File: config.mk
export PLATFORM = sky130hd
export DESIGN_NAME = lsu_ctrl_flat
export DESIGN_NICKNAME = d
export VERILOG_FILES = /design/src/rtl/lsu_ctrl_if.sv /design/src/rtl/lsu_ctrl.sv /design/src/flat_wrapper.sv
export SDC_FILE = /design/constraint.sdc
export NUM_CORES = 1
export LEC_CHECK = 0
export ABC_AREA = 1
export CAP_MARGIN = 10
export CORE_MARGIN = 5
export CORE_UTILIZATION = 47
export CTS_CLUSTER_SIZE = 12
export DETAILED_ROUTE_END_ITERATION = 16
export GPL_TIMING_DRIVEN = 0
export PLACE_DENSITY = 0.82
export SYNTH_ARGS = -nofsm -noshare
export SYNTH_HDL_FRONTEND = slang
export SYNTH_SLANG_ARGS = --single-unit
File: constraint.sdc
create_clock -name clk -period 6.7 [get_ports clk]
set_input_delay 1.34 -clock clk [delete_from_list [all_inputs] [get_ports clk]]
set_output_delay 1.34 -clock clk [all_outputs]
set_load 0.05 [all_outputs]
File: src/rtl/lsu_ctrl_if.sv
// Request/response and memory-side bus of the load/store unit.
// The slave modport is the LSU; master is whoever drives requests and models memory.
interface lsu_ctrl_if #(
  parameter int WORD_LEN = 32
);
  logic                req;
  logic                we;
  logic [2:0]          funct3;
  logic [WORD_LEN-1:0] addr;
  logic [WORD_LEN-1:0] wdata;
  logic                ready;
  logic                done;
  logic                err;
  logic [WORD_LEN-1:0] rdata;
  logic [WORD_LEN-1:0] mem_addr;
  logic                mem_wen;
  logic [WORD_LEN-1:0] mem_wdata;
  logic [WORD_LEN-1:0] mem_rdata;

  modport master (
    output req, we, funct3, addr, wdata, mem_rdata,
    input  ready, done, err, rdata, mem_addr, mem_wen, mem_wdata
  );

  modport slave (
    input  req, we, funct3, addr, wdata, mem_rdata,
    output ready, done, err, rdata, mem_addr, mem_wen, mem_wdata
  );
endinterface

File: src/rtl/lsu_ctrl.sv
// RV32I load/store controller: byte/half/word loads and stores against a word memory with a registered read port.
// Define LSU_MISALIGN_TRAP_EN to reject misaligned halfword/word accesses instead of aligning them down.
module lsu_ctrl #(
  parameter int MEM_WORDS = 4096,
  parameter int WORD_LEN  = 32
) (
  input  logic       clk,
  input  logic       rst,
  lsu_ctrl_if.slave  bus
);

`ifdef LSU_MISALIGN_TRAP_EN
  localparam bit MISALIGN_TRAP = 1'b1;
`else
  localparam bit MISALIGN_TRAP = 1'b0;
`endif

  localparam logic [WORD_LEN-1:0] MEM_WORDS_W = WORD_LEN'(MEM_WORDS);

  typedef enum logic [2:0] {IDLE, RD, EXT, WR, DONE} state_t;

  state_t              state;
  state_t              state_next;

  logic                we_q;
  logic [2:0]          funct3_q;
  logic [WORD_LEN-1:0] addr_q;
  logic [WORD_LEN-1:0] wdata_q;

  logic                done_q;
  logic                err_q;
  logic [WORD_LEN-1:0] rdata_q;

  logic                accept;
  logic                bad_funct3;
  logic                misaligned;
  logic                out_of_range;
  logic                reject;
  logic [WORD_LEN-1:0] addr_fix;
  logic                sub_store;
  logic [7:0]          byte_sel;
  logic [15:0]         half_sel;
  logic [WORD_LEN-1:0] load_val;
  logic [WORD_LEN-1:0] merged;

  assign accept = (state == IDLE) && bus.req;

  // Request decode: legality, alignment, and the aligned-down address used when not trapping.
  // NOTE: every variable assigned in an always_comb gets a default first, so no path leaves it
  // holding its old value and no latch is inferred.
  always_comb begin
    bad_funct3 = 1'b0;
    misaligned = 1'b0;
    addr_fix   = bus.addr;
    if (bus.we) bad_funct3 = bus.funct3[2] || (bus.funct3[1:0] == 2'b11);
    else        bad_funct3 = (bus.funct3 == 3'b011) || (bus.funct3[2:1] == 2'b11);
    case (bus.funct3[1:0])
      2'b01: begin
        misaligned  = bus.addr[0];
        addr_fix[0] = 1'b0;
      end
      2'b10: begin
        misaligned    = |bus.addr[1:0];
        addr_fix[1:0] = 2'b00;
      end
      default: ;
    endcase
  end

  assign out_of_range = {2'b00, bus.addr[WORD_LEN-1:2]} >= MEM_WORDS_W;
  assign reject       = bad_funct3 || out_of_range || (MISALIGN_TRAP && misaligned);

  // NOTE: sequential state always uses non-blocking assignments so every register samples
  // pre-edge values regardless of block ordering.
  always_ff @(posedge clk) begin
    if (rst) state <= IDLE;
    else     state <= state_next;
  end

  always_comb begin
    state_next = state;
    case (state)
      IDLE: begin
        if (bus.req) begin
          if (reject)                                    state_next = DONE;
          else if (bus.we && (bus.funct3[1:0] == 2'b10)) state_next = WR;
          else                                           state_next = RD;
        end
      end
      RD:      state_next = EXT;
      EXT:     state_next = DONE;
      WR:      state_next = DONE;
      DONE:    state_next = IDLE;
      default: state_next = IDLE;
    endcase
  end

  // NOTE: the latched request fields carry no reset; they are only consumed after an accept
  // rewrites them, so resetting them would buy nothing.
  always_ff @(posedge clk) begin
    if (accept) begin
      we_q     <= bus.we;
      funct3_q <= bus.funct3;
      addr_q   <= addr_fix;
      wdata_q  <= bus.wdata;
    end
  end

  assign sub_store = we_q && (funct3_q[1:0] != 2'b10);
  assign byte_sel  = bus.mem_rdata[{addr_q[1:0], 3'b000} +: 8];
  assign half_sel  = bus.mem_rdata[{addr_q[1], 4'b0000} +: 16];

  always_comb begin
    case (funct3_q)
      3'b000:  load_val = {{(WORD_LEN-8){byte_sel[7]}}, byte_sel};
      3'b001:  load_val = {{(WORD_LEN-16){half_sel[15]}}, half_sel};
      3'b100:  load_val = {{(WORD_LEN-8){1'b0}}, byte_sel};
      3'b101:  load_val = {{(WORD_LEN-16){1'b0}}, half_sel};
      default: load_val = bus.mem_rdata;
    endcase
  end

  // Read-modify-write word for SB/SH: the old word arrives in EXT and is patched in place.
  always_comb begin
    merged = bus.mem_rdata;
    if (funct3_q[1:0] == 2'b00) merged[{addr_q[1:0], 3'b000} +: 8] = wdata_q[7:0];
    else                        merged[{addr_q[1], 4'b0000} +: 16] = wdata_q[15:0];
  end

  always_comb begin
    bus.ready     = (state == IDLE);
    bus.mem_addr  = '0;
    bus.mem_wen   = 1'b0;
    bus.mem_wdata = '0;
    case (state)
      RD:  bus.mem_addr = {addr_q[WORD_LEN-1:2], 2'b00};
      EXT: begin
        bus.mem_addr = {addr_q[WORD_LEN-1:2], 2'b00};
        if (sub_store) begin
          bus.mem_wen   = 1'b1;
          bus.mem_wdata = merged;
        end
      end
      WR: begin
        bus.mem_addr  = {addr_q[WORD_LEN-1:2], 2'b00};
        bus.mem_wen   = 1'b1;
        bus.mem_wdata = wdata_q;
      end
      default: ;
    endcase
  end

  // done/err are high exactly while in DONE; rdata clears for stores and rejects, else holds.
  always_ff @(posedge clk) begin
    if (rst) begin
      done_q  <= 1'b0;
      err_q   <= 1'b0;
      rdata_q <= '0;
    end else begin
      done_q <= (state_next == DONE);
      err_q  <= accept && reject;
      if (accept && (bus.we || reject)) rdata_q <= '0;
      else if ((state == EXT) && !we_q) rdata_q <= load_val;
    end
  end

  assign bus.done  = done_q;
  assign bus.err   = err_q;
  assign bus.rdata = rdata_q;

endmodule
File: src/flat_wrapper.sv
// flat-port wrapper written by rule: the top's interface ports become plain ports
module lsu_ctrl_flat 
#(
  parameter int MEM_WORDS = 4096,
  parameter int WORD_LEN  = 32
)
  (clk, rst, bus_req, bus_we, bus_funct3, bus_addr, bus_wdata, bus_mem_rdata, bus_ready, bus_done, bus_err, bus_rdata, bus_mem_addr, bus_mem_wen, bus_mem_wdata);
  lsu_ctrl_if #(.WORD_LEN(WORD_LEN)) bus_i ();
  input  logic clk;
  input  logic rst;
  input wire logic [$bits(bus_i.req)-1:0] bus_req;
  input wire logic [$bits(bus_i.we)-1:0] bus_we;
  input wire logic [$bits(bus_i.funct3)-1:0] bus_funct3;
  input wire logic [$bits(bus_i.addr)-1:0] bus_addr;
  input wire logic [$bits(bus_i.wdata)-1:0] bus_wdata;
  input wire logic [$bits(bus_i.mem_rdata)-1:0] bus_mem_rdata;
  output wire logic [$bits(bus_i.ready)-1:0] bus_ready;
  output wire logic [$bits(bus_i.done)-1:0] bus_done;
  output wire logic [$bits(bus_i.err)-1:0] bus_err;
  output wire logic [$bits(bus_i.rdata)-1:0] bus_rdata;
  output wire logic [$bits(bus_i.mem_addr)-1:0] bus_mem_addr;
  output wire logic [$bits(bus_i.mem_wen)-1:0] bus_mem_wen;
  output wire logic [$bits(bus_i.mem_wdata)-1:0] bus_mem_wdata;
  assign bus_i.req = bus_req;
  assign bus_i.we = bus_we;
  assign bus_i.funct3 = bus_funct3;
  assign bus_i.addr = bus_addr;
  assign bus_i.wdata = bus_wdata;
  assign bus_i.mem_rdata = bus_mem_rdata;
  assign bus_ready = bus_i.ready;
  assign bus_done = bus_i.done;
  assign bus_err = bus_i.err;
  assign bus_rdata = bus_i.rdata;
  assign bus_mem_addr = bus_i.mem_addr;
  assign bus_mem_wen = bus_i.mem_wen;
  assign bus_mem_wdata = bus_i.mem_wdata;
  lsu_ctrl #(.MEM_WORDS(MEM_WORDS), .WORD_LEN(WORD_LEN)) u_core (.clk(clk), .rst(rst), .bus(bus_i));
endmodule
==> qor.csv <==
metric,value,unit
critPathKind,flip-flop to output pin,
taps,172,
yosys_warnings,0,
sw_frac_of_total,27.3,%
inverters,94,
clkLatencyLatePin,360,ps
power_leader,registers,
switching_power,0.000430,W
drv_cap,0,
synth_top_area_share,33.1,%
ff_type,edfxtp_1,
sh_comb_area,31.9,%
hold_ws,469,ps
outcome,"complete, no violations",
logic_area,0.00280,mm^2
syn_area,0.00617,mm^2
clkCellAreaFrac,3.78,%
worstSetupStartpointType,flip-flop,
die_h,125,um
clkPwrFrac,37.1,%
cts_hold_buffers,0,
clock_tree.root_cell,clkbuf_16,
critPathLaunch,u_core.addr_q[1]$_SDFFCE_PN0P_,
p_int,0.00114,W
largest_cell_class,logic gates,
syn_avg_cell_area,7.47,um^2
register_area,0.00278,mm^2
report.final.slew_viol_count,0,
ant_nets,0,
met2_usage,46.3,%
seq_share,31.7,%
warnings,31,
## metrics by stage
stage          std cells  setup TNS [ps]  util, %
2_1_floorplan        827               0        -
3_3_place_gp        1199          -20830     66.0
3_5_place_dp        1201               0     66.3
4_1_cts             1217               0     68.9
5_1_grt             1217               0     68.9
6_report            1217               0     68.9
## cells by family (layout without fill, tap and decap cells)
logic type	Yosys count	after routing	synth area share, %
simple gates	406	406	28.6
compound gates	165	165	15.1
buf+inv	142	360	9.77
flops	105	105	45.1
fa+ha+maj	7	7	1.42
other cells	1	2	0.0608
## critical path: stages (launching register included)
cell and delay [ps]:
edfxtp_1 480, clkinv_1 190, clkbuf_1 490, ha_1 410
nor2_1 460, nand3_1 120, o21ai_0 240, nand4_1 100
o21ai_0 160, clkdlybuf4s50_1 870
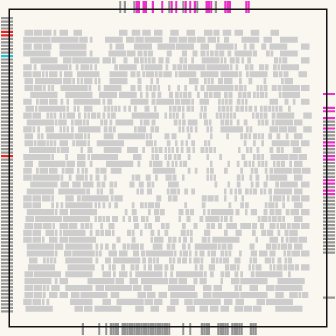
(pin placement)
Pins as bars across the die edge, other pins in gray.
[cyan] bus_ready | pins: 1 | direction: output | edge: left
[red] bus_funct3 | pins: 3 | direction: input | edge: left
[magenta] bus_rdata | pins: 32 | direction: output | edge: 19 top, 13 right
all pins by edge: 86 left, 47 bottom, 44 right, 26 top

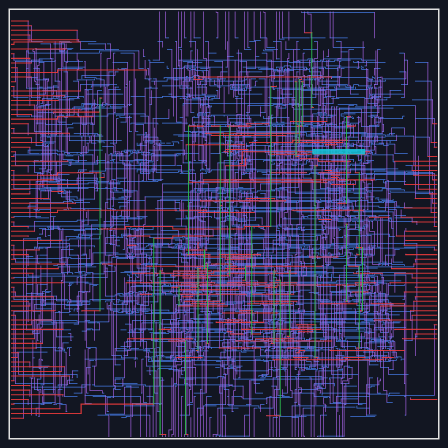
(wiring by layer)
[cyan] metal 5 | wire length: 13.8 um
[red] metal 3 | wire length: 2,470 um
[blue] metal 1 | wire length: 8,980 um
[green] metal 4 | wire length: 775 um
[purple] metal 2 | wire length: 10,600 um

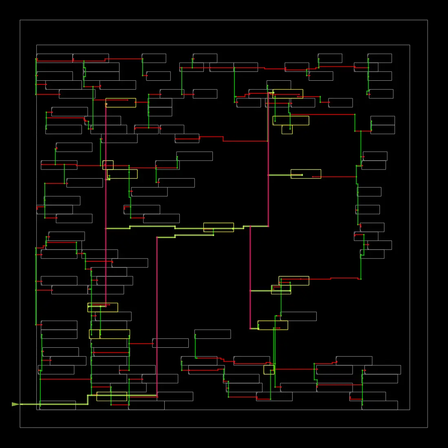
(clock nets)
clock buffers: 10
clk_skew: 8.95 ps
# clock sinks: 105
sequential cells: 105

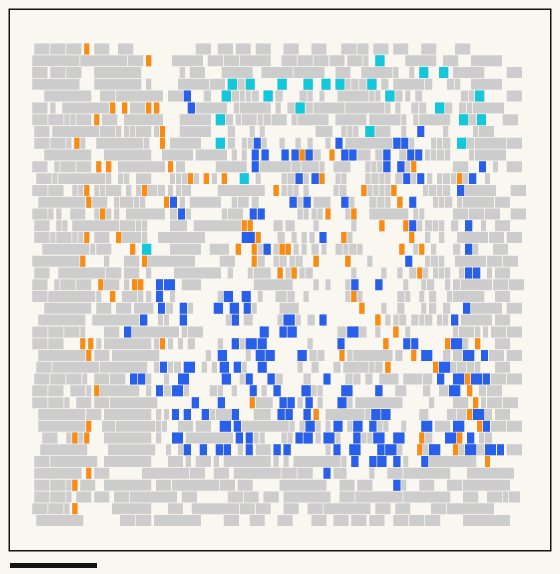
(gate-type map)
Bar = 20 um.
[cyan] AND and OR gates | cells: 24
[blue] inverting AOI/OAI gates | cells: 165
[orange] inverters | cells: 94

